run_1/layer_met1.png
The bar under the picture is 20 um long. Supply wires on this layer in grey.
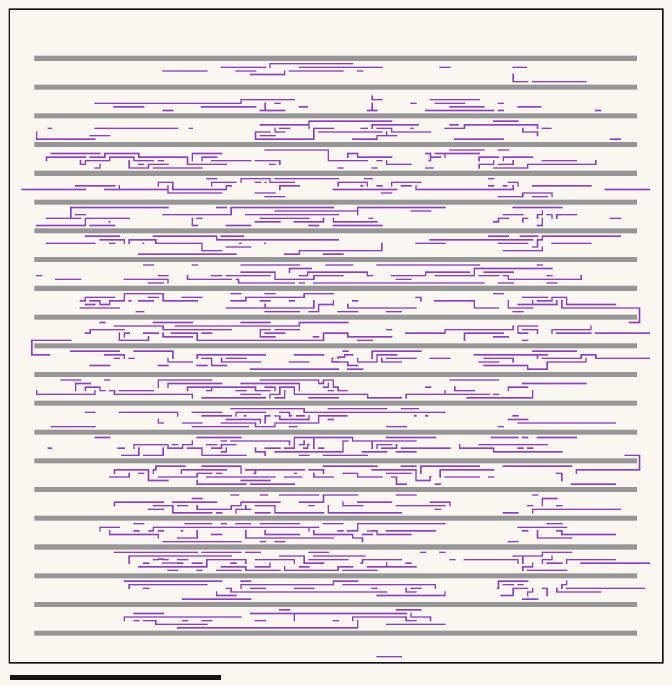
run_1/layer_met2.png
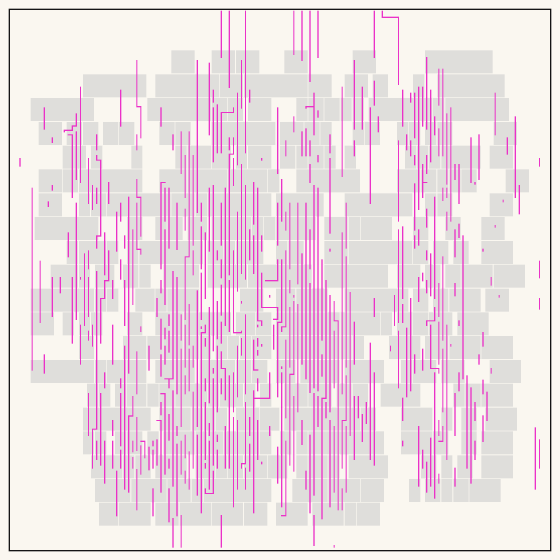
run_1/layer_met3.png
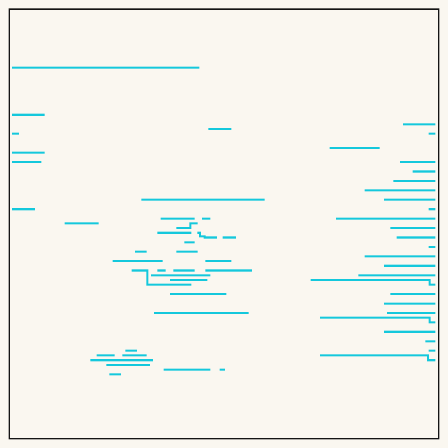
`src/rtl/shared_register_arbiter_pkg.sv`:
```
`default_nettype none
// ============================================================================
// Module  : shared_register_arbiter_pkg
// Brief   : FSM encoding, counter width and sizing helper for the arbiter.
// Revision: 1.0 - initial release
// ============================================================================
package shared_register_arbiter_pkg;

  localparam int COUNT_W = 8;

  typedef enum logic [1:0] {
    S_IDLE    = 2'd0,
    S_LOAD    = 2'd1,
    S_ACK     = 2'd2,
    S_RELEASE = 2'd3
  } state_t;

  // A single-requester build still needs a one-bit index.
  function automatic int ptr_width(input int n);
    return (n > 1) ? $clog2(n) : 1;
  endfunction

endpackage
`default_nettype wire

```
`src/rtl/shared_register_arbiter_rr_priority_pick.sv`:
```
`default_nettype none
// ============================================================================
// Module  : rr_priority_pick
// Brief   : Combinational round-robin pick: first set req bit from ptr upward.
// Revision: 1.0 - initial release
// ============================================================================
module rr_priority_pick
  import shared_register_arbiter_pkg::*;
#(
  parameter int N_REQ = 4,
  parameter int PTR_W = ptr_width(N_REQ)
) (
  input  logic [N_REQ-1:0] req,
  input  logic [PTR_W-1:0] ptr,
  output logic [PTR_W-1:0] winner,
  output logic             valid
);

  // Offset i from ptr maps to requester j when ptr+i == j, modulo N_REQ.
  always_comb begin
    winner = '0;
    valid  = 1'b0;
    for (int i = 0; i < N_REQ; i++) begin
      for (int j = 0; j < N_REQ; j++) begin
        if (!valid && req[j] &&
            ((int'(ptr) + i == j) || (int'(ptr) + i == j + N_REQ))) begin
          winner = PTR_W'(j);
          valid  = 1'b1;
        end
      end
    end
  end

endmodule
`default_nettype wire

```
`src/rtl/shared_register_arbiter.sv`:
```
`default_nettype none
// ============================================================================
// Module  : shared_register_arbiter
// Brief   : Round-robin arbiter; sole writer of one shared parallel register.
// Revision: 1.0 - initial release
// ============================================================================
module shared_register_arbiter
  import shared_register_arbiter_pkg::*;
#(
  parameter int N_REQ = 4,
  parameter int WIDTH = 4
) (
  input  logic                     clk,
  input  logic                     reset,
  input  logic [N_REQ-1:0]         req,
  input  logic [N_REQ*WIDTH-1:0]   data_in,
  output logic [N_REQ-1:0]         gnt,
  output logic [N_REQ-1:0]         ack,
  output logic [WIDTH-1:0]         out,
  output logic                     busy,
  output logic [COUNT_W-1:0]       load_count
);

  localparam int                 c_ptr_w    = ptr_width(N_REQ);
  localparam logic [c_ptr_w-1:0] c_last_idx = c_ptr_w'(N_REQ - 1);
  localparam logic [N_REQ-1:0]   c_one      = N_REQ'(1);

  state_t               r_state;
  logic [c_ptr_w-1:0]   r_ptr;
  logic [c_ptr_w-1:0]   r_winner;
  logic [N_REQ-1:0]     r_gnt;
  logic [N_REQ-1:0]     r_ack;
  logic [WIDTH-1:0]     r_out;
  logic                 r_busy;
  logic [COUNT_W-1:0]   r_count;

  logic [c_ptr_w-1:0]   w_pick;
  logic                 w_valid;
  logic [WIDTH-1:0]     w_sel_data;

  rr_priority_pick #(
    .N_REQ (N_REQ),
    .PTR_W (c_ptr_w)
  ) u_pick (
    .req    (req),
    .ptr    (r_ptr),
    .winner (w_pick),
    .valid  (w_valid)
  );

  always_comb begin
    w_sel_data = '0;
    for (int i = 0; i < N_REQ; i++) begin
      if (r_winner == c_ptr_w'(i)) begin
        w_sel_data = data_in[i*WIDTH +: WIDTH];
      end
    end
  end

  // The load in LOAD is unconditional: a requester dropping req mid-transfer
  // still gets its data written and acknowledged.
  always_ff @(posedge clk) begin
    if (reset) begin
      r_state  <= S_IDLE;
      r_ptr    <= '0;
      r_winner <= '0;
      r_gnt    <= '0;
      r_ack    <= '0;
      r_out    <= '0;
      r_busy   <= 1'b0;
      r_count  <= '0;
    end else begin
      case (r_state)
        S_IDLE: begin
          if (w_valid) begin
            r_winner <= w_pick;
            r_gnt    <= c_one << w_pick;
            r_busy   <= 1'b1;
            r_state  <= S_LOAD;
          end
        end
        S_LOAD: begin
          r_out   <= w_sel_data;
          r_count <= r_count + 1'b1;
          r_ack   <= r_gnt;
          r_state <= S_ACK;
        end
        S_ACK: begin
          r_ack   <= '0;
          r_state <= S_RELEASE;
        end
        S_RELEASE: begin
          if (!req[r_winner]) begin
            r_gnt   <= '0;
            r_busy  <= 1'b0;
            r_ptr   <= (r_winner == c_last_idx) ? '0 : r_winner + 1'b1;
            r_state <= S_IDLE;
          end
        end
        default: r_state <= S_IDLE;
      endcase
    end
  end

  assign gnt        = r_gnt;
  assign ack        = r_ack;
  assign out        = r_out;
  assign busy       = r_busy;
  assign load_count = r_count;

endmodule
`default_nettype wire
```
`config.mk`:
```
export PLATFORM = sky130hd
export DESIGN_NAME = shared_register_arbiter
export DESIGN_NICKNAME = d
export VERILOG_FILES = /design/src/rtl/shared_register_arbiter_pkg.sv /design/src/rtl/shared_register_arbiter_rr_priority_pick.sv /design/src/rtl/shared_register_arbiter.sv
export SDC_FILE = /design/constraint.sdc
export NUM_CORES = 1
export LEC_CHECK = 0
export ABC_AREA = 1
export CAP_MARGIN = 15
export CORE_MARGIN = 2
export CORE_UTILIZATION = 48
export DETAILED_ROUTE_END_ITERATION = 10
export PLACE_DENSITY = 0.79
export SETUP_SLACK_MARGIN = 0.4
export SLEW_MARGIN = 10
export SYNTH_ARGS = -nofsm -noshare
export SYNTH_HDL_FRONTEND = slang
export SYNTH_SLANG_ARGS = --single-unit
```
`constraint.sdc`:
```
create_clock -name clk -period 2.29 [get_ports clk]
set_clock_uncertainty 0.05 [all_clocks]
set_input_delay 0.229 -clock clk [delete_from_list [all_inputs] [get_ports clk]]
set_output_delay 0.229 -clock clk [all_outputs]
set_load 0.1 [all_outputs]
```
==> changes_impl.md, run 1 <==
## Flow update

- Vias in the first global route: 1501
- Max-slew violations: 0
- Num CTS Buffers: 3
- CP arrival: 2.23 ns
- Final WS setup: 0.2759 ns
- Initial antenna violation count: 0
- Clk latency late pin: around 0.33 ns
- Cells in synth_stat.txt: 234
- Worst-path cell chain: clkdlybuf4s50_1 > buf_4 > inv_1 > nor2_2 > nor2_4 > nand4_4 > nor2_4 > buf_6 > o2111ai_2 > nand2_2 > nand2_2 > inv_2 > nand2_2 > a21oi_1
- Area growth syn-to-layout: 42.83%
- Routability cong.: approximately 0.84
- LEAKAGE: ~0.99 nW
- RSZ-0062 raised after global routing: true
- Avg Cell Area, Syn: ~6.8 sq um
- Library cells used by synthesis: 25
- Placeable Area: slightly above 0.003 sq mm
- Wirelength per Cell: 13.51 um
- Worst setup EP type: register
- Port buffer count: ~42
- CP Max Fanout: 5
- Final ANT Viol Nets: 0
- Worst Hold Class: reg2reg
- Post-layout util: about three quarters
- Most frequent logic cell in the layout: buf_4
- Total power: 2.885 mW
- Tmin final: between 2 and 2.5 ns
- Synthesized cell area: roughly 0.0016 sq mm
- R2r worst-path depth: 15
- Slew HR: slightly below 70%
- Nets@finish: about 320
- Met1 Wirelength: 1987 um
- TNS Setup: 0 ns
- Area leader, netlist: dfxtp_1
- Crit path top cell by count: nand2_2
- Fillers: roughly 250
- Die ar.: about 0.0038 sq mm
- Syn nets: 266
- Die W: 61.70 um
- Vias per cell: about 5.3
- Reg clk slew, reported paths: about 0.13 ns
- Num rows: 20
- Total global-route track usage: a little over a fifth
- Place WS: between 0.004 and 0.005 ns
- Worst-margin pin slew: approximately 0.47 ns
- Placed Area: between 0.002 and 0.0025 sq mm
- Hold path cells: 2
- Antenna cells: 0
- Stage-log warning count: 35
- Met2 WL: roughly 2100 um
- FFs w/ async S/R, synth: 0%
- Floorplan utilization: 51.49%
- CTS tree: built
- Status: finished clean
- Placed Cells: between 300 and 400
- Main synth FF type: dfxtp_1
- Routed length on met3: ~370 um
- Top cells by area: dfxtp_1 (34%), nand2_1 (8.9%), a21oi_1 (8.8%), ha_1 (7.8%), inv_1 (6.8%)
- Total congestion overflow: 0
- Post-route cell area: roughly 0.0023 sq mm
- Largest net degree at the start of global routing: 18
- Area share, top type: 33.83%
- Slowest cell delay on critical path: ~0.47 ns
- CP max-delay cell: clkdlybuf4s50_1
- Seq/Total Area, Yosys: 33.83%
- Clk root buf: clkbuf_4
- Seq cells post-synth: 27
About layer_met1.png:
nets with wire on the layer: 277
main direction: horizontal
wire length on this layer: 1990 um
share of all routed wire: 44%
met1 usage: 27.76%
final WL: 4514 um
via count: 1782

About layer_met2.png:
share of all routed wire: 46%
longest straight run: 23.1 um
main direction: vertical
wire length on this layer: 2090 um
nets with wire on the layer: 260
routing usage on met2: 36.24%

About layer_met3.png:
share of all routed wire: 8.1%
longest straight run: 26.7 um
nets with wire on the layer: 55
met3 GRT Util: 4.555%

run 1: synth_stat cells (4+ instances only):
| library cell | instances |
|---|---|
| nor2_1 | 26 |
| nand3_1 | 15 |
| ha_1 | 10 |
| o211ai_1 | 4 |
| clkbuf_1 | 5 |
| a21oi_1 | 28 |
| nor3_1 | 9 |
| inv_1 | 29 |
| nand2_1 | 38 |
| dfxtp_1 | 27 |
| o21ai_0 | 18 |
run 1: worst paths after layout:
path / startpoint / endpoint / slack (ns)
setup / recovery: req[3] / gnt[3]$_SDFFE_PP0P_ / 0.28
hold / removal: busy$_SDFFE_PP0P_ / busy$_SDFFE_PP0P_ / 0.43
setup reg to reg: r_ptr[0]$_SDFFE_PP0P_ / gnt[3]$_SDFFE_PP0P_ / 0.28
hold reg to reg: busy$_SDFFE_PP0P_ / busy$_SDFFE_PP0P_ / 0.43
run 1: critical path: cells and delay by family:
family | cells | cell delay [ns]
AND/OR/NAND/NOR | 7 | 0.73
buffers and inverters | 5 | 1.04
AND-OR/OR-AND | 2 | 0.24
run 1: routing by layer:
layer	vias up	track usage [%]
li1	897	-
met1	789	27.76
met2	88	36.24
met3	8	4.555
met4	0	5.471
met5	-	0
run 1: where the power goes:
group          switching, mW  internal [mW]  total (mW)
clock network          0.140         0.0656       0.205
registers              0.124          0.620       0.744
logic                   1.40          0.532        1.94
total                   1.67           1.22        2.88
run 1: cells by family after synthesis:
| family | Yosys count | synth area share, % |
|---|---|---|
| DFF | 27 | 33.83 |
| and+or+nand+nor | 105 | 30.62 |
| AOI/OAI and AO/OA | 56 | 19.26 |
| buffers and inverters | 36 | 8.457 |
| adders and majority gates | 10 | 7.831 |
run 1: flip-flops by register name (all words and copies together) (netlist names):
register,cells
load_count,8
r_state,2
ack,4
gnt,4
out,4
busy,1
r_winner,2
r_ptr,2
run 1: cell type report:
| cell class | count | area (sq um) | area share, % |
|---|---|---|---|
| flip-flops and latches | 27 | 551.8 | 24.18 |
| clock buffers | 3 | 22.52 | 0.9868 |
| well taps | 44 | 55.05 | 2.412 |
| inverters | 31 | 118.9 | 5.208 |
| repair buffers | 57 | 484.2 | 21.22 |
| multi-input cells | 171 | 1045 | 45.78 |
| clock inverters | 1 | 5.005 | 0.2193 |
run 1: timing repair:
item / CTS / global route
setup endpoints to repair: 9 / 9
pin swaps: 7 / 11
buffers inserted: 6 / 4
gates resized: 14 / 27
endpoints found under the hold margin: 0 / 0
## Run 2: what changed since run 1
TNS_END_PERCENT = 100   (was not set)
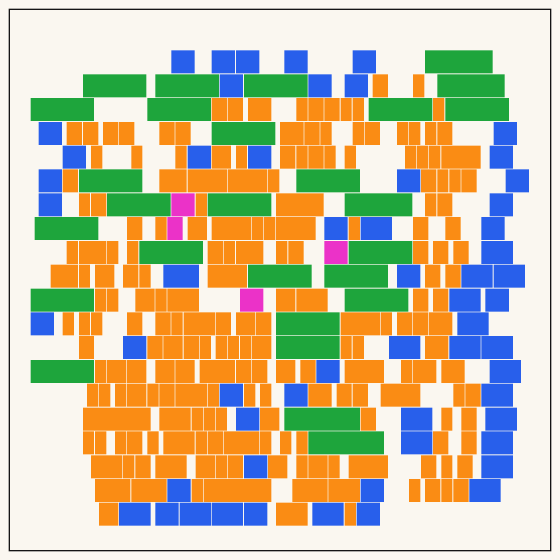
run_2/placement_by_type.png
| colour | class | cells | share of their area |
|---|---|---|---|
| orange | combinational and other logic | 202 | 52% |
| blue | other buffers and delay cells | 57 | 22% |
| magenta | clock drivers and dummy loads | 4 | 1.2% |
| green | flops | 27 | 25% |
post-route cell area: 0.002282 sq mm
num rows: 20
post-layout util: 73.55%

==> changes_impl.md, run 2 <==
## Flow update

- Status: finished clean
- Placed Area: 0.002043 sq mm
- Hold_sp: busy$_SDFFE_PP0P_
- TNS Setup: 0 ns
- Max reg flops: 8
- CP Max Fanout: 5
- Seq/Total Area, Yosys: around a third
- Cells in synth_stat.txt: around 230
- Psw: 1.668 mW
- Seq pwr share: 25.8%
- Clk root buf: clkbuf_4
- Avg Cell Area, Syn: 6.828 sq um
- Final WS setup: 0.2759 ns
- Place WS: just under 0.005 ns
- Vias in the first global route: 1501
- Num CTS Buffers: 3
- Synth cell count leaders: nand2_1 (38), inv_1 (29), a21oi_1 (28), dfxtp_1 (27), nor2_1 (26)
- Die W: about 62 um
- Clk pwr share: under 10%
- LEAKAGE: slightly below 1 nW
- Final ANT Viol Nets: 0
- Total power: between 2 and 3 mW
- Slew HR: between 60% and 70%
- Max-slew violations: 0
- Area leader, netlist: dfxtp_1
- Total congestion overflow: 0
- Reg clk slew, reported paths: ~0.13 ns
- Routability cong.: 0.8392
- Synthesized cell area: around 0.0016 sq mm
- CP arrival: about 2.2 ns
- Most frequent logic cell in the layout: buf_4
- Via count: roughly 1800
- Floorplan utilization: between 50% and 60%
- Tmin final: 2.014 ns
- P_int: roughly 1.2 mW
- RSZ-0062 raised after global routing: true
- Cell family with most CP delay: buffers and inverters
- Worst-path cell chain: clkdlybuf4s50_1 > buf_4 > inv_1 > nor2_2 > nor2_4 > nand4_4 > nor2_4 > buf_6 > o2111ai_2 > nand2_2 > nand2_2 > inv_2 > nand2_2 > a21oi_1
- Syn nets: approximately 270
- Area share, top type: approximately 34%
- Main synth FF type: dfxtp_1
- Clk latency late pin: about 0.33 ns
- Area growth syn-to-layout: 42.83%
- Stage-log warning count: 35
- Library cells used by synthesis: 25
- Sw Share: between 50% and 60%
- Final WL: 4514 um
- Crit path top cell by count: nand2_2
- Port buffer count: around 42
- CTS tree: built
- Placeable Area: just over 0.003 sq mm
- Nets@finish: 323
- Slowest cell delay on critical path: 0.47 ns
- CP max-delay cell: clkdlybuf4s50_1
- Worst r2r src: r_ptr[0]$_SDFFE_PP0P_
- Synth top cell by count: nand2_1
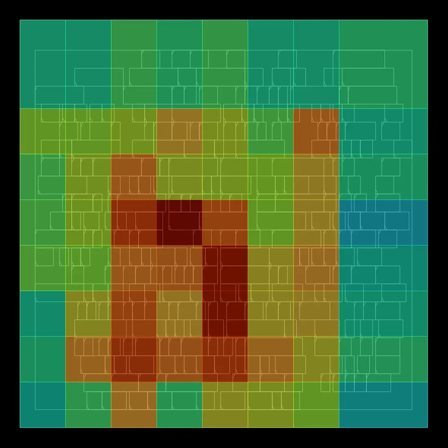
run_2/congestion.png
total global-route track usage: 21.38%
Wirelength per Cell: 13.51 um
Most Crowded Layer GR: met2

==> run 2: cell counts after synthesis <==
Identical to the previous run, type by type.
==> run 2: timing repair <==
action / 4_1_cts / 5_1_grt
resized: 14 / 27
setup buffers: 6 / 4
setup endpoints to repair: 9 / 9
pin swaps: 7 / 11
hold buffers: 0 / 0
==> run 2: kinds of logic after synthesis <==
kind of cell / Yosys count / share of synthesized area, %
compound gates: 56 / 19.26
buf+inv: 36 / 8.457
flops: 27 / 33.83
simple gates: 105 / 30.62
fa+ha+maj: 10 / 7.831
==> run 2: area by class of cell <==
type	instances	area [sq um]
fillers	252	820.8
clock buffers	3	22.52
inverters	31	118.9
flip-flops and latches	27	551.8
repair buffers	57	484.2
clock inverters	1	5.005
well taps	44	55.05
multi-input cells	171	1045
==> run 2: power by group through the flow <==
stage                     combinational, mW  clock (mW)  sequential, mW
after floorplan                       0.672           0            1.48
after global placement                 1.79           0           0.740
after detailed placement               1.81           0           0.740
after CTS                              1.85       0.206           0.733
after global routing                   2.08       0.225           0.766
final                                  1.94       0.205           0.744
==> run 2: worst paths after layout <==
kind	endpoint	slack, ns	depth (start not counted)
worst max-delay path	gnt[3]$_SDFFE_PP0P_	0.28	14
worst min-delay path	busy$_SDFFE_PP0P_	0.43	2
worst max register to register	gnt[3]$_SDFFE_PP0P_	0.28	15
worst min register to register	busy$_SDFFE_PP0P_	0.43	2
==> run 2: per-layer routing <==
layer / vias up / track usage (%) / share of wire (%)
li1: 897 / - / -
met1: 789 / 27.76 / 44
met2: 88 / 36.24 / 46
met3: 8 / 4.555 / 8.1
met4: 0 / 5.471 / 1.5
met5: - / 0 / 0
==> run 2: worst register-to-register path, stage by stage, from the launching register on <==
cell       delay (ns)
dfxtp_4          0.43
inv_4            0.05
nand3_2          0.06
nand2_2          0.08
nor2_4           0.14
nand4_4          0.10
nor2_4           0.12
nand4_4          0.11
nor2_4           0.14
buf_6            0.13
o2111ai_2        0.12
nand2_2          0.14
nand2_2          0.06
inv_2            0.05
nand2_2          0.04
a21oi_1          0.12
run_2/layer_met2.png
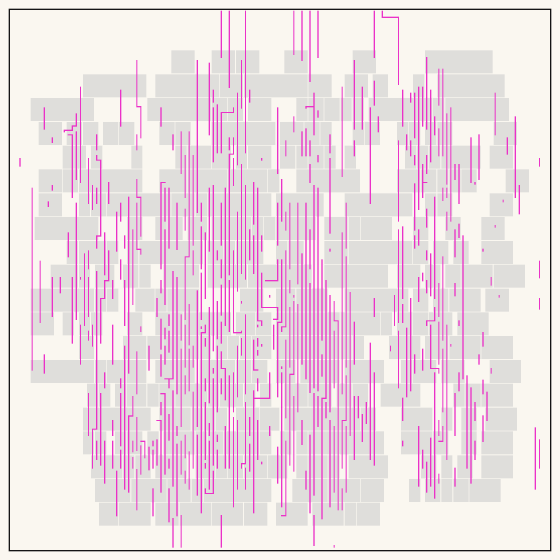

## Run 3: what changed since run 2
CELL_PAD_IN_SITES_DETAIL_PLACEMENT = 0   (was not set)
CELL_PAD_IN_SITES_GLOBAL_PLACEMENT = 1   (was not set)
CORE_UTILIZATION = 33   (was 48)
PLACE_DENSITY = not set   (was 0.79)
PLACE_DENSITY_LB_ADDON = 0.1   (was not set)
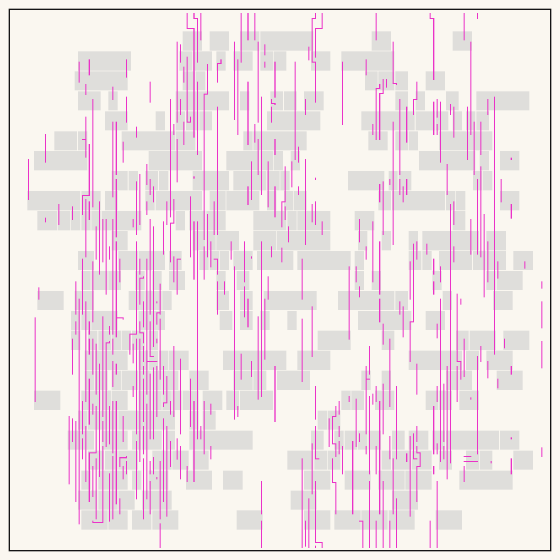
run_3/layer_met2.png
nets with wire on the layer: 263
share of all routed wire: 48%
main direction: vertical
wire length on this layer: 2070 um
longest straight run: 35.2 um
final WL: 4328 um
routing usage on met2: 28.27%
via count: 1731

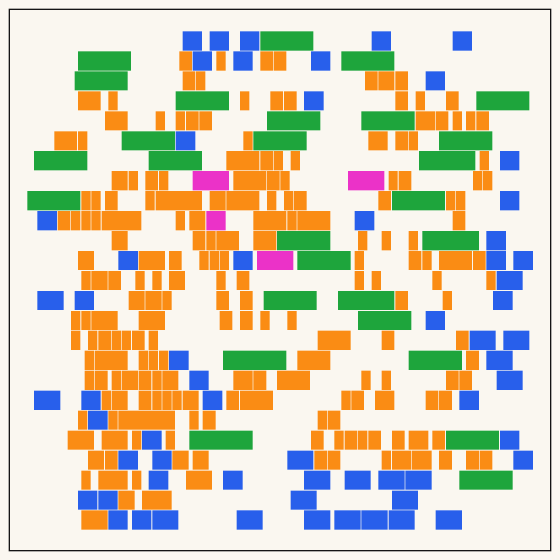
run_3/placement_by_type.png
| colour | class | cells | share of their area |
|---|---|---|---|
| magenta | clock drivers and dummy loads | 4 | 2.2% |
| blue | other buffers and delay cells | 61 | 23% |
| orange | combinational and other logic | 202 | 50% |
| green | flops | 27 | 25% |
Seq area share: 23.89%
num rows: 25
post-layout util: 49.23%

==> changes_impl.md, run 3 <==
## Flow update

- Worst Hold Class: reg2reg
- Slew HR: 67.06%
- CP Max Fanout: 4
- Area share, top type: 33.83%
- Port buffer count: ~42
- Clk latency late pin: 0.28 ns
- Drt drc: 0
- Psw: approximately 1.7 mW
- DP HPWL: a little over 3000 um
- TNS Setup: 0 ns
- Complex Gates by Area: 19.26%
- Final WS setup: around 0.30 ns
- Placeable Area: 0.004692 sq mm
- Num CTS Buffers: 3
- Logic family by area: simple AND/OR/NAND/NOR gates
- Place WS: about 0.052 ns
- Clk sink count: 27
- Largest net degree at the start of global routing: 18
- Routability cong.: about 0.78
- Die W: 73.58 um
- Area leader, netlist: dfxtp_1
- Most frequent logic cell in the layout: buf_4
- Nets@finish: around 330
- Die ar.: roughly 0.0054 sq mm
- Total global-route track usage: 16.25%
- Avg Cell Area, Syn: ~6.8 sq um
- Top cells by area: dfxtp_1 (34%), nand2_1 (8.9%), a21oi_1 (8.8%), ha_1 (7.8%), inv_1 (6.8%)
- Reg clk slew, reported paths: ~0.1 ns
- Combinational group share of total power: around two thirds
- RSZ-0062 raised after global routing: true
- Maximum vdd drop: about 0.00056 V
- Synth top cell by count: nand2_1
- Floorplan utilization: about a third
- Seq/Total Area, Yosys: between 30% and 40%
- Synth mux share: 0%
- Vias in the first global route: ~1600
- Hold-fix buffers, CTS: 0
- Hold_sp: busy$_SDFFE_PP0P_
- Post-route cell area: approximately 0.0023 sq mm
- I/O pin cnt: between 40 and 50
- Final period util: 86.68%
- Worst setup EP type: register
- Initial antenna violation count: 0
- Fillers: 485
- Max-slew violations: 0
- Cells in synth_stat.txt: around 230
- XOR-XNOR Cells, Area Fraction: 0%
- Post-synth tally of flip-flops with integrated enable: 0
- P_int: between 1 and 1.5 mW
- Library cells used by synthesis: 25
- Tmin final: between 1.5 and 2 ns
- Placed Area: about 0.0021 sq mm
- H-tree levels: 1
- Status: finished clean
- LEAKAGE: between 0.9 and 1 nW
- Main synth FF type: dfxtp_1
- CP arrival: 2.16 ns
- Adder share: ~8%
- CP Launch Type: input port
- Sw Share: 56.15%
- Synth cell count leaders: nand2_1 (38), inv_1 (29), a21oi_1 (28), dfxtp_1 (27), nor2_1 (26)
- Bufs on Longest Clock Path: 2
- Maxcap violations: 0
- Max reg flops: 8
- Total congestion overflow: 0
- Number of DRC markers in iteration 0: 49
- FMAX: slightly above 500 MHz
- FFs w/ async S/R, synth: 0%
- CTS tree: built
- Crit path from: req[3]
- Final ANT Viol Nets: 0
- Synth Instances: between 200 and 250
- Syn nets: about 270
- Antenna cells: 0
- Worst-margin pin slew: between 0.4 and 0.5 ns
- Wirelength per Cell: approximately 12 um
- Global-route wire length before repair: about 7000 um
- Clk root buf: clkbuf_8
- Clk pwr share: under 10%
- AND/OR/NAND/NOR Cells, Area Fraction: a little under a third
- Stage-log warning count: 35
- Seq cells post-synth: 27
- Synthesized cell area: 0.001598 sq mm
- Power per cell area: 1278 mW/mm^2
- Vias per cell: approximately 5
- Area growth syn-to-layout: 44.56%
- Seq pwr share: approximately a quarter
- Fraction of layout cells with a size suffix above 1: roughly 28%
- Area figure in the yosys stat output: ~0.0016 sq mm
- Worst r2r src: r_ptr[0]$_SDFFE_PP0P_
-- run 3: final cells by class --
class                      count  area [sq um]  area share [%]
multi-input combinational    171          1010           43.72
sequential                    27         551.8           23.89
timing repair buffer          61         510.5           22.10
inverter                      31         121.4           5.255
tap                           54         67.56           2.925
clock buffer                   3         41.29           1.788
clock inverter                 1         7.507          0.3250
-- run 3: per-stage QoR --
stage	power [mW]	instances	hold slack (ns)
after floorplan	2.154	234	0.3727
after global placement	2.572	333	0.4014
after detailed placement	2.562	333	0.4070
after CTS	2.916	346	0.4237
after global routing	3.156	348	0.4358
final	2.951	348	0.4201
-- run 3: logic make-up (layout without fill, tap and decap cells) --
kind of cell / count (synthesis) / count (layout)
adders and majority gates: 10 / 10
and+or+nand+nor: 105 / 105
AOI/OAI and AO/OA: 56 / 56
DFF: 27 / 27
buffers and inverters: 36 / 96
-- run 3: worst paths after layout --
check	cells after the start	to	slack, ns
max	14	gnt[2]$_SDFFE_PP0P_	0.30
min	2	busy$_SDFFE_PP0P_	0.42
max reg2reg	15	r_state[0]$_SDFFE_PP0P_	0.30
min reg2reg	2	busy$_SDFFE_PP0P_	0.42
-- run 3: what timing repair did --
| item | 4_1_cts | 5_1_grt |
|---|---|---|
| buffers inserted | 9 | 2 |
| gates cloned | 0 | 0 |
| resized | 14 | 17 |
| pin swaps | 10 | 10 |
| setup endpoints to repair | 9 | 9 |
-- run 3: critical path, stage by stage --
cell	delay, ns
clkdlybuf4s50_1	0.49
buf_4	0.15
inv_1	0.06
buf_4	0.15
nor2_1	0.26
nor2_2	0.08
buf_4	0.15
nand3_2	0.04
nand2_1	0.05
inv_1	0.05
nand2_2	0.09
nor2_1	0.14
nand2_1	0.09
a21oi_2	0.11
-- run 3: power by group through the flow --
| stage | registers, mW | logic [mW] | clock network [mW] |
|---|---|---|---|
| 2_1_floorplan | 1.48 | 0.672 | 0 |
| 3_3_place_gp | 0.740 | 1.83 | 0 |
| 3_5_place_dp | 0.741 | 1.82 | 0 |
| 4_1_cts | 0.737 | 1.88 | 0.302 |
| 5_1_grt | 0.760 | 2.08 | 0.318 |
| 6_report | 0.738 | 1.93 | 0.285 |
-- run 3: routing by layer --
layer,GRT usage [%],wire length [um],vias to the layer above
met5,0,0,-
li1,-,-,896
met2,28.27,2074,33
met1,19.98,2040,796
met4,4.646,61,0
met3,3.567,152,6
Power is estimated from default activity; no workload was simulated.
